--- src/rtl/traffic_pkg.sv ---
// Shared light codes and debounce state encoding for the traffic controller
// and its side-road sensor conditioner.
package traffic_pkg;

   localparam logic [1:0] MAIN_GREEN  = 2'b00;
   localparam logic [1:0] MAIN_YELLOW = 2'b01;
   localparam logic [1:0] SIDE_GREEN  = 2'b10;
   localparam logic [1:0] SIDE_YELLOW = 2'b11;

   typedef enum logic [1:0] {
      LOW      = 2'b00,
      RISE_CHK = 2'b01,
      HIGH     = 2'b10,
      FALL_CHK = 2'b11
   } deb_state_t;

   // Bits needed to hold values 0..max_val, never less than one.
   function automatic int cnt_width(input int max_val);
      return (max_val < 2) ? 1 : $clog2(max_val + 1);
   endfunction

endpackage

--- src/rtl/vehicle_sensor_conditioner_if.sv ---
// Detector-side bundle of the sensor conditioner: raw detector and light
// readback in, clean request, arrival pulse, vehicle count and debug state out.
interface vehicle_sensor_conditioner_if #(
   parameter int CNT_W = 4
);

   logic                    raw_det;
   logic [1:0]              light;
   logic                    sensor;
   logic                    arrival_pulse;
   logic [CNT_W-1:0]        pending_count;
   logic                    fault;
   logic                    det_level;
   traffic_pkg::deb_state_t deb_state;

   // No handshake: every signal is a level sampled at each rising clk edge.
   modport master (
      output raw_det, light,
      input  sensor, arrival_pulse, pending_count, fault, det_level, deb_state
   );

   modport slave (
      input  raw_det, light,
      output sensor, arrival_pulse, pending_count, fault, det_level, deb_state
   );

endinterface

--- src/rtl/sensor_debounce.sv ---
// Synchronises the raw loop-detector level, debounces it with a four-state FSM
// and flags a detector that stays high for too long.
module sensor_debounce
   import traffic_pkg::*;
#(
   parameter int DEBOUNCE_CYCLES = 4,
   parameter int STUCK_CYCLES    = 255
) (
   input  logic       clk,
   input  logic       rst_n,
   input  logic       raw_det_i,
   output logic       rise_pulse_o,
   output logic       level_o,
   output logic       fault_o,
   output logic       fault_next_o,
   output deb_state_t state_o
);

   localparam int DB_W = cnt_width(DEBOUNCE_CYCLES);
   localparam int ST_W = cnt_width(STUCK_CYCLES);
   localparam logic [DB_W-1:0] DB_LAST = DB_W'(DEBOUNCE_CYCLES - 1);
   localparam logic [ST_W-1:0] ST_MAX  = ST_W'(STUCK_CYCLES);

   logic            sync1_q, sync2_q;
   deb_state_t      state_q, state_d;
   logic [DB_W-1:0] db_cnt_q, db_cnt_d;
   logic [ST_W-1:0] stuck_q, stuck_d;
   logic            fault_q, fault_d;
   logic            rise;
   logic            det_s;
   logic            in_high;

   assign det_s   = sync2_q;
   assign in_high = (state_q == HIGH) || (state_q == FALL_CHK);

   always_ff @(posedge clk) begin
      if (!rst_n) begin
         sync1_q  <= 1'b0;
         sync2_q  <= 1'b0;
         state_q  <= LOW;
         db_cnt_q <= '0;
         stuck_q  <= '0;
         fault_q  <= 1'b0;
      end else begin
         sync1_q  <= raw_det_i;
         sync2_q  <= sync1_q;
         state_q  <= state_d;
         db_cnt_q <= db_cnt_d;
         stuck_q  <= stuck_d;
         fault_q  <= fault_d;
      end
   end

   // The sample that leaves LOW/HIGH is the first of the stable run.
   always_comb begin
      state_d  = state_q;
      db_cnt_d = db_cnt_q;
      rise     = 1'b0;
      case (state_q)
         LOW: begin
            if (det_s) begin
               if (db_cnt_q == DB_LAST) begin
                  state_d  = HIGH;
                  db_cnt_d = '0;
                  rise     = 1'b1;
               end else begin
                  state_d  = RISE_CHK;
                  db_cnt_d = db_cnt_q + 1'b1;
               end
            end
         end
         RISE_CHK: begin
            if (!det_s) begin
               state_d  = LOW;
               db_cnt_d = '0;
            end else if (db_cnt_q == DB_LAST) begin
               state_d  = HIGH;
               db_cnt_d = '0;
               rise     = 1'b1;
            end else begin
               db_cnt_d = db_cnt_q + 1'b1;
            end
         end
         HIGH: begin
            if (!det_s) begin
               if (db_cnt_q == DB_LAST) begin
                  state_d  = LOW;
                  db_cnt_d = '0;
               end else begin
                  state_d  = FALL_CHK;
                  db_cnt_d = db_cnt_q + 1'b1;
               end
            end
         end
         FALL_CHK: begin
            if (det_s) begin
               state_d  = HIGH;
               db_cnt_d = '0;
            end else if (db_cnt_q == DB_LAST) begin
               state_d  = LOW;
               db_cnt_d = '0;
            end else begin
               db_cnt_d = db_cnt_q + 1'b1;
            end
         end
         default: begin
            state_d  = LOW;
            db_cnt_d = '0;
         end
      endcase
   end

   always_comb begin
      stuck_d = '0;
      if (in_high) begin
         stuck_d = (stuck_q == ST_MAX) ? stuck_q : stuck_q + 1'b1;
      end
      fault_d = (state_d == LOW) ? 1'b0 : (fault_q || (stuck_d == ST_MAX));
   end

   assign rise_pulse_o = rise;
   assign level_o      = in_high;
   assign fault_o      = fault_q;
   assign fault_next_o = fault_d;
   assign state_o      = state_q;

endmodule

--- src/rtl/vehicle_sensor_conditioner.sv ---
// Counts debounced side-road arrivals, retires one per SERVE_CYCLES of side
// green and holds a registered request to the controller while any are waiting.
module vehicle_sensor_conditioner
   import traffic_pkg::*;
#(
   parameter int DEBOUNCE_CYCLES = 4,
   parameter int SERVE_CYCLES    = 8,
   parameter int STUCK_CYCLES    = 255,
   parameter int CNT_W           = 4
) (
   input logic                         clk,
   input logic                         rst_n,
   vehicle_sensor_conditioner_if.slave bus
);

   localparam int SRV_W = cnt_width(SERVE_CYCLES - 1);
   localparam logic [SRV_W-1:0] SRV_LAST = SRV_W'(SERVE_CYCLES - 1);
   localparam logic [CNT_W-1:0] PEND_MAX = '1;

   logic             rise;
   logic             fault_next;
   logic             retire;
   logic [CNT_W-1:0] pending_q, pending_d;
   logic [SRV_W-1:0] serve_q, serve_d;
   logic             sensor_q, sensor_d;
   logic             arrival_q;

   sensor_debounce #(
      .DEBOUNCE_CYCLES (DEBOUNCE_CYCLES),
      .STUCK_CYCLES    (STUCK_CYCLES)
   ) u_debounce (
      .clk          (clk),
      .rst_n        (rst_n),
      .raw_det_i    (bus.raw_det),
      .rise_pulse_o (rise),
      .level_o      (bus.det_level),
      .fault_o      (bus.fault),
      .fault_next_o (fault_next),
      .state_o      (bus.deb_state)
   );

   always_ff @(posedge clk) begin
      if (!rst_n) begin
         pending_q <= '0;
         serve_q   <= '0;
         sensor_q  <= 1'b0;
         arrival_q <= 1'b0;
      end else begin
         pending_q <= pending_d;
         serve_q   <= serve_d;
         sensor_q  <= sensor_d;
         arrival_q <= rise;
      end
   end

   // Any break in side green (or an empty queue) restarts the service window.
   always_comb begin
      serve_d = '0;
      retire  = 1'b0;
      if ((bus.light == SIDE_GREEN) && (pending_q != '0)) begin
         if (serve_q == SRV_LAST) begin
            retire = 1'b1;
         end else begin
            serve_d = serve_q + 1'b1;
         end
      end

      pending_d = pending_q;
      if (rise && !retire) begin
         if (pending_q != PEND_MAX) begin
            pending_d = pending_q + 1'b1;
         end
      end else if (retire && !rise) begin
         pending_d = pending_q - 1'b1;
      end

      sensor_d = (pending_d != '0) || fault_next;
   end

   assign bus.sensor        = sensor_q;
   assign bus.arrival_pulse = arrival_q;
   assign bus.pending_count = pending_q;

endmodule

--- src/flat_wrapper.sv ---
// flat-port wrapper written by rule: the top's interface ports become plain ports
module vehicle_sensor_conditioner_flat import traffic_pkg::*;
#(
   parameter int DEBOUNCE_CYCLES = 4,
   parameter int SERVE_CYCLES    = 8,
   parameter int STUCK_CYCLES    = 255,
   parameter int CNT_W           = 4
)
  (clk, rst_n, bus_raw_det, bus_light, bus_sensor, bus_arrival_pulse, bus_pending_count, bus_fault, bus_det_level, bus_deb_state);
  vehicle_sensor_conditioner_if #(.CNT_W(CNT_W)) bus_i ();
  input logic clk;
  input logic rst_n;
  input wire logic [$bits(bus_i.raw_det)-1:0] bus_raw_det;
  input wire logic [$bits(bus_i.light)-1:0] bus_light;
  output wire logic [$bits(bus_i.sensor)-1:0] bus_sensor;
  output wire logic [$bits(bus_i.arrival_pulse)-1:0] bus_arrival_pulse;
  output wire logic [$bits(bus_i.pending_count)-1:0] bus_pending_count;
  output wire logic [$bits(bus_i.fault)-1:0] bus_fault;
  output wire logic [$bits(bus_i.det_level)-1:0] bus_det_level;
  output wire logic [$bits(bus_i.deb_state)-1:0] bus_deb_state;
  assign bus_i.raw_det = bus_raw_det;
  assign bus_i.light = bus_light;
  assign bus_sensor = bus_i.sensor;
  assign bus_arrival_pulse = bus_i.arrival_pulse;
  assign bus_pending_count = bus_i.pending_count;
  assign bus_fault = bus_i.fault;
  assign bus_det_level = bus_i.det_level;
  assign bus_deb_state = bus_i.deb_state;
  vehicle_sensor_conditioner #(.DEBOUNCE_CYCLES(DEBOUNCE_CYCLES), .SERVE_CYCLES(SERVE_CYCLES), .STUCK_CYCLES(STUCK_CYCLES), .CNT_W(CNT_W)) u_core (.clk(clk), .rst_n(rst_n), .bus(bus_i));
endmodule
--- config.mk ---
export PLATFORM = sky130hd
export DESIGN_NAME = vehicle_sensor_conditioner_flat
export DESIGN_NICKNAME = d
export VERILOG_FILES = /design/src/rtl/traffic_pkg.sv /design/src/rtl/vehicle_sensor_conditioner_if.sv /design/src/rtl/sensor_debounce.sv /design/src/rtl/vehicle_sensor_conditioner.sv /design/src/flat_wrapper.sv
export SDC_FILE = /design/constraint.sdc
export NUM_CORES = 1
export LEC_CHECK = 0
export ABC_AREA = 1
export CAP_MARGIN = 20
export CORE_MARGIN = 5
export CORE_UTILIZATION = 55
export DETAILED_ROUTE_END_ITERATION = 8
export PLACE_DENSITY = 0.74
export SYNTH_ARGS = -nofsm -noshare
export SYNTH_HDL_FRONTEND = slang
export SYNTH_HIERARCHICAL = 1
export SYNTH_SLANG_ARGS = --single-unit
--- constraint.sdc ---
create_clock -name clk -period 2.37 [get_ports clk]
set_clock_uncertainty 0.2 [all_clocks]
set_input_delay 0.3555 -clock clk [delete_from_list [all_inputs] [get_ports clk]]
set_output_delay 0.3555 -clock clk [all_outputs]
set_load 0.01 [all_outputs]
Track usage over the die:
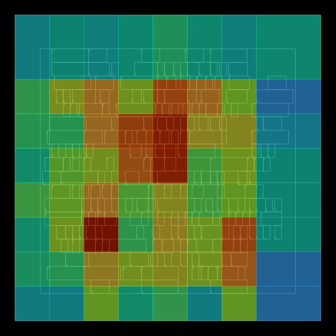
met3 Usage GRT: 3.77%
met1 Track Usage GR: 20.4%
Overall Global Routing Usage: 16.4%
Finished Core Util: 64.4%
detailed-route wire length per cell: 10.7 microns

A small window of the routed layout:
Window x 33 to 58, y 3 to 28 microns. Cells in gray, sequential cells in the stronger gray; small squares are vias.
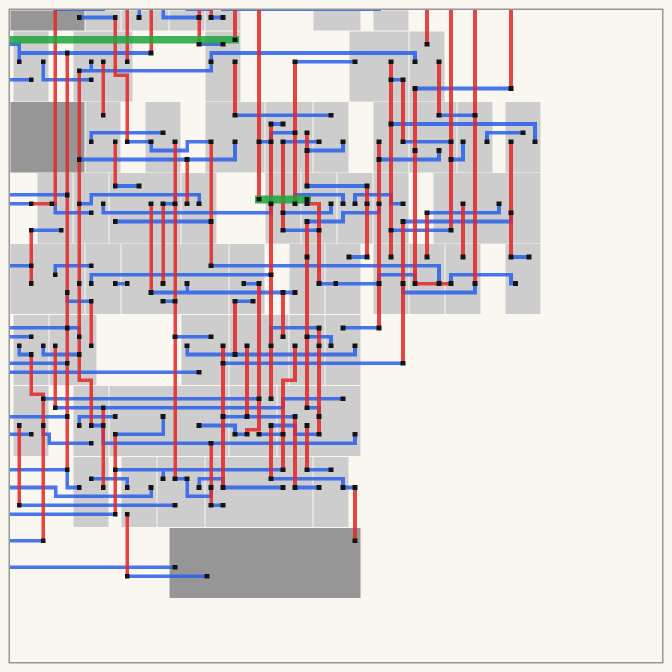
- red: metal 2
- green: metal 3
- blue: metal 1
- most frequent: nand2_1 (20), nor2_1 (6), nand3_1 (5)
- sequential cells in the window: 1
- cells with their middle in the window: 50
- netlist names of flops here include: u_core/u_debounce/stuck_q (1)

Where the registers sit:
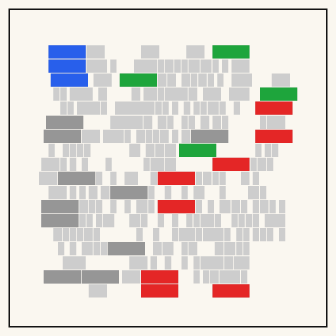
- blue: u_core/serve_q (flops 3)
- green: u_core/bus.pending_count (flops 4)
- red: u_core/u_debounce/stuck_q (flops 8)
- not colored: 10
Power Sequential: 0.425 mW
sequential share of cell area: 31.1%
Reg area: 500 sq um

==> results.txt <==
fresh numbers from the pnr run: outcome completed, setup TNS 0 ps, Internal 0.501 mW, GRT overflow 0, DRT antenna net count 0, clk_lat worst skew 310 ps, final setup fails 0, clock-pin slew on the worst setup and hold paths 130 ps, WHS 231 ps, post-layout period usage 94.3%, Finished Layout Cells 252, required time worst endpoint 1810 ps, Max Root-Sink Buffers 2, placed cells 248, CP startpoint u_core/u_debounce/state_o[1]$_SDFF_PN0_, Levels on crit path 1, Period minus WS final 2230 ps, number of diodes 0, # IOs 15, first-pass GRT wire length 4730 microns, CP max-delay cell dfxtp_1, H-tree Lvls 1, dpl hpwl around 2100 microns, crit path kind reg -> out, drt first pass iters 4, Tool Warnings 27, Post-synth seq share 34.8%, CTS Hold Bufs 0, DR vias/cell 5.10, max-slew violations 0, initial antenna violation count 0, largest net degree at the start of global routing 19, Max-Cap Viols 0, YS warnings 6, reg2reg setup slack 240 ps, critical path endpoint category output port, number of global-route vias before repair between 1k and 1.5k, worst hold endpoint u_core/u_debounce/det_s$_SDFF_PN0_, critical-path maximum fanout 18, CP cell instances clkdlybuf4s50_1, worst rel slew slack 60.6%, Worst Setup EP bus_det_level, Hold Crit Depth 2, synth unique cells 26, CTS buffer count 3, RSZ-0062 raised after global routing false, NumNets Final 234, data arrival time of the worst path 1680 ps, Synth Instances 209, delay-heaviest family, CP flip-flops, port buffer count 14, die width 61.2 microns, Mapped Nets 220, Iter 0 DRT Violations 60, Worst setup SP type flip-flop, worst hold path class reg -> reg, Post-Syn Area 1440 sq um, Yosys Chip Area 1440 sq um, area delta synth->final 11.8%, Root Buffer clkbuf_4, combinational share of power 4.2%, Sink Count 25, VDD IR-drop max 0.326 mV, Slew @ Worst Pin 590 ps, P_sw between 0.1 and 0.15 mW, Worst R2R End u_core/bus.sensor$_SDFF_PN0_, # Post-CTS Setup Buffers 0, Flops after synth 25, Worst R2R Start u_core/u_debounce/db_cnt_q[0]$_SDFFE_PN0P_, Sw Share between 20% and 30%, Worst Min Path Start u_core/u_debounce/sync1_q$_SDFF_PN0_, CTS tree done, Max Clk Rate approximately 450 MHz, slowest stage delay, CP 720 ps, Final Hold Fails 0, Core Box Area 2500 sq um, Die Size 3740 sq um, r2r worst-path depth 10, layout cell share with drive strength beyond 1 12.6%
Floorplan with the power grid:
Scale bar: 20 microns. Pins as bars on the die edge. Tap cells in gray.
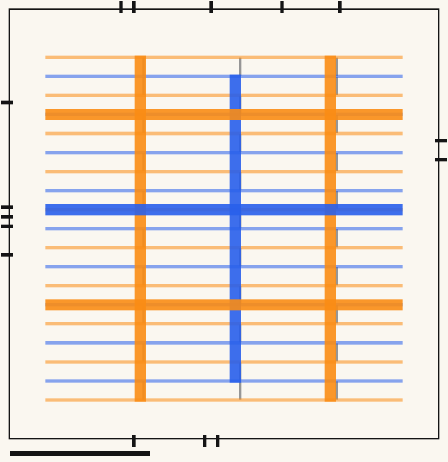
- orange: VSS
- blue: VDD
- signal pins: 15
- met5 straps: 3
- met1 rails: 19
- met4 straps: 3
- rows: 18

Routed metal, one color a layer:
Two of the layers only.
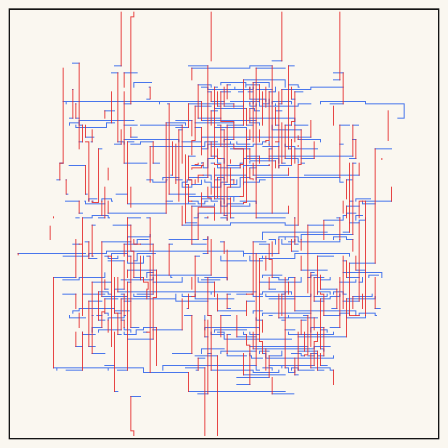
- red: metal 2 (wire length 1270 microns)
- blue: metal 1 (wire length 1280 microns)
routed vias: 1285
routed wire length: 2710 microns

==> metrics by stage <==
stage	worst slack [ps]	power (mW)	instance area, sq um
6_report	136	0.633	1610
2_1_floorplan	415	0.449	1440
3_5_place_dp	291	0.461	1580
4_1_cts	146	0.644	1610
5_1_grt	32.7	0.675	1610
3_3_place_gp	366	0.461	1580
==> state kept, by name, summed over array words and instances, names as in the netlist <==
name,flops
u_core/bus.pending_count,4
u_core/u_debounce/sync1_q,1
u_core/u_debounce/db_cnt_q,3
u_core/bus.sensor,1
u_core/u_debounce/det_s,1
u_core/bus.arrival_pulse,1
u_core/u_debounce/fault_o,1
u_core/u_debounce/stuck_q,8
u_core/serve_q,3
u_core/u_debounce/state_o,2
==> power by group through the flow <==
stage	logic, mW	registers, mW	clock network, mW
finish	0.0267	0.425	0.182
global route	0.0299	0.426	0.219
CTS	0.0268	0.425	0.192
detailed placement	0.0268	0.434	0
global placement	0.0264	0.434	0
floorplan	0.0149	0.434	0
==> synth_stat cells, drive strengths merged <==
library cell / count / area [sq um]
nand4: 3 / 33.8
or2: 3 / 18.8
a31oi: 2 / 12.5
clkinv: 1 / 3.75
nor2: 37 / 179
o21bai: 1 / 7.51
a21oi: 6 / 30.0
nand3: 22 / 128
dfxtp: 25 / 500
nand2: 62 / 265
o21ai: 8 / 47.6
buf: 2 / 22.5
inv: 28 / 105
ha: 6 / 75.1
clkbuf: 3 / 11.3
==> cell usage in the layout, fill, tap and decap left out, drive strengths merged <==
cell type / netlist / layout
dfxtp: 25 / 25
nand2: 62 / 62
nor2: 37 / 37
or2: 3 / 3
o21bai: 1 / 1
inv: 28 / 28
a31oi: 2 / 2
a21oi: 6 / 6
o21ai: 8 / 8
clkbuf: 3 / 4
nand4: 3 / 3
clkinv: 1 / 1
ha: 6 / 6
nand3: 22 / 22
clkdlybuf4s50: 0 / 14
==> worst register-to-register path: stages, from the launching register on <==
cell and delay, ps:
dfxtp_1 380, ha_1 200, nand3_1 110, nor2_1 420, inv_1 150, nand4_4 150
nor2_1 60, nor2_1 140, nand2_1 70, nor2_1 100, a21oi_1 70
==> metal layers <==
layer / vias up / global-route usage (%) / routed length (microns)
met4: 0 / 4.95 / 15
met5: - / 0 / 0
met1: 568 / 20.4 / 1280
met2: 38 / 28.1 / 1270
met3: 2 / 3.77 / 140
li1: 677 / - / -
==> layout make-up <==
cell class / count / area (sq um)
Clock buffer: 4 / 26.3
Fill cell: 237 / 890
Multi-Input combinational cell: 150 / 797
Inverter: 29 / 109
Tap cell: 30 / 37.5
Timing Repair Buffer: 14 / 140
Sequential cell: 25 / 500
==> kinds of logic after synthesis <==
logic type	synth area share, %
AND/OR/NAND/NOR	43.4
buffers and inverters	9.90
flip-flops	34.8
AND-OR/OR-AND	6.78
adder cells (fa/ha/maj)	5.21
Power is estimated from default activity; no workload was simulated.
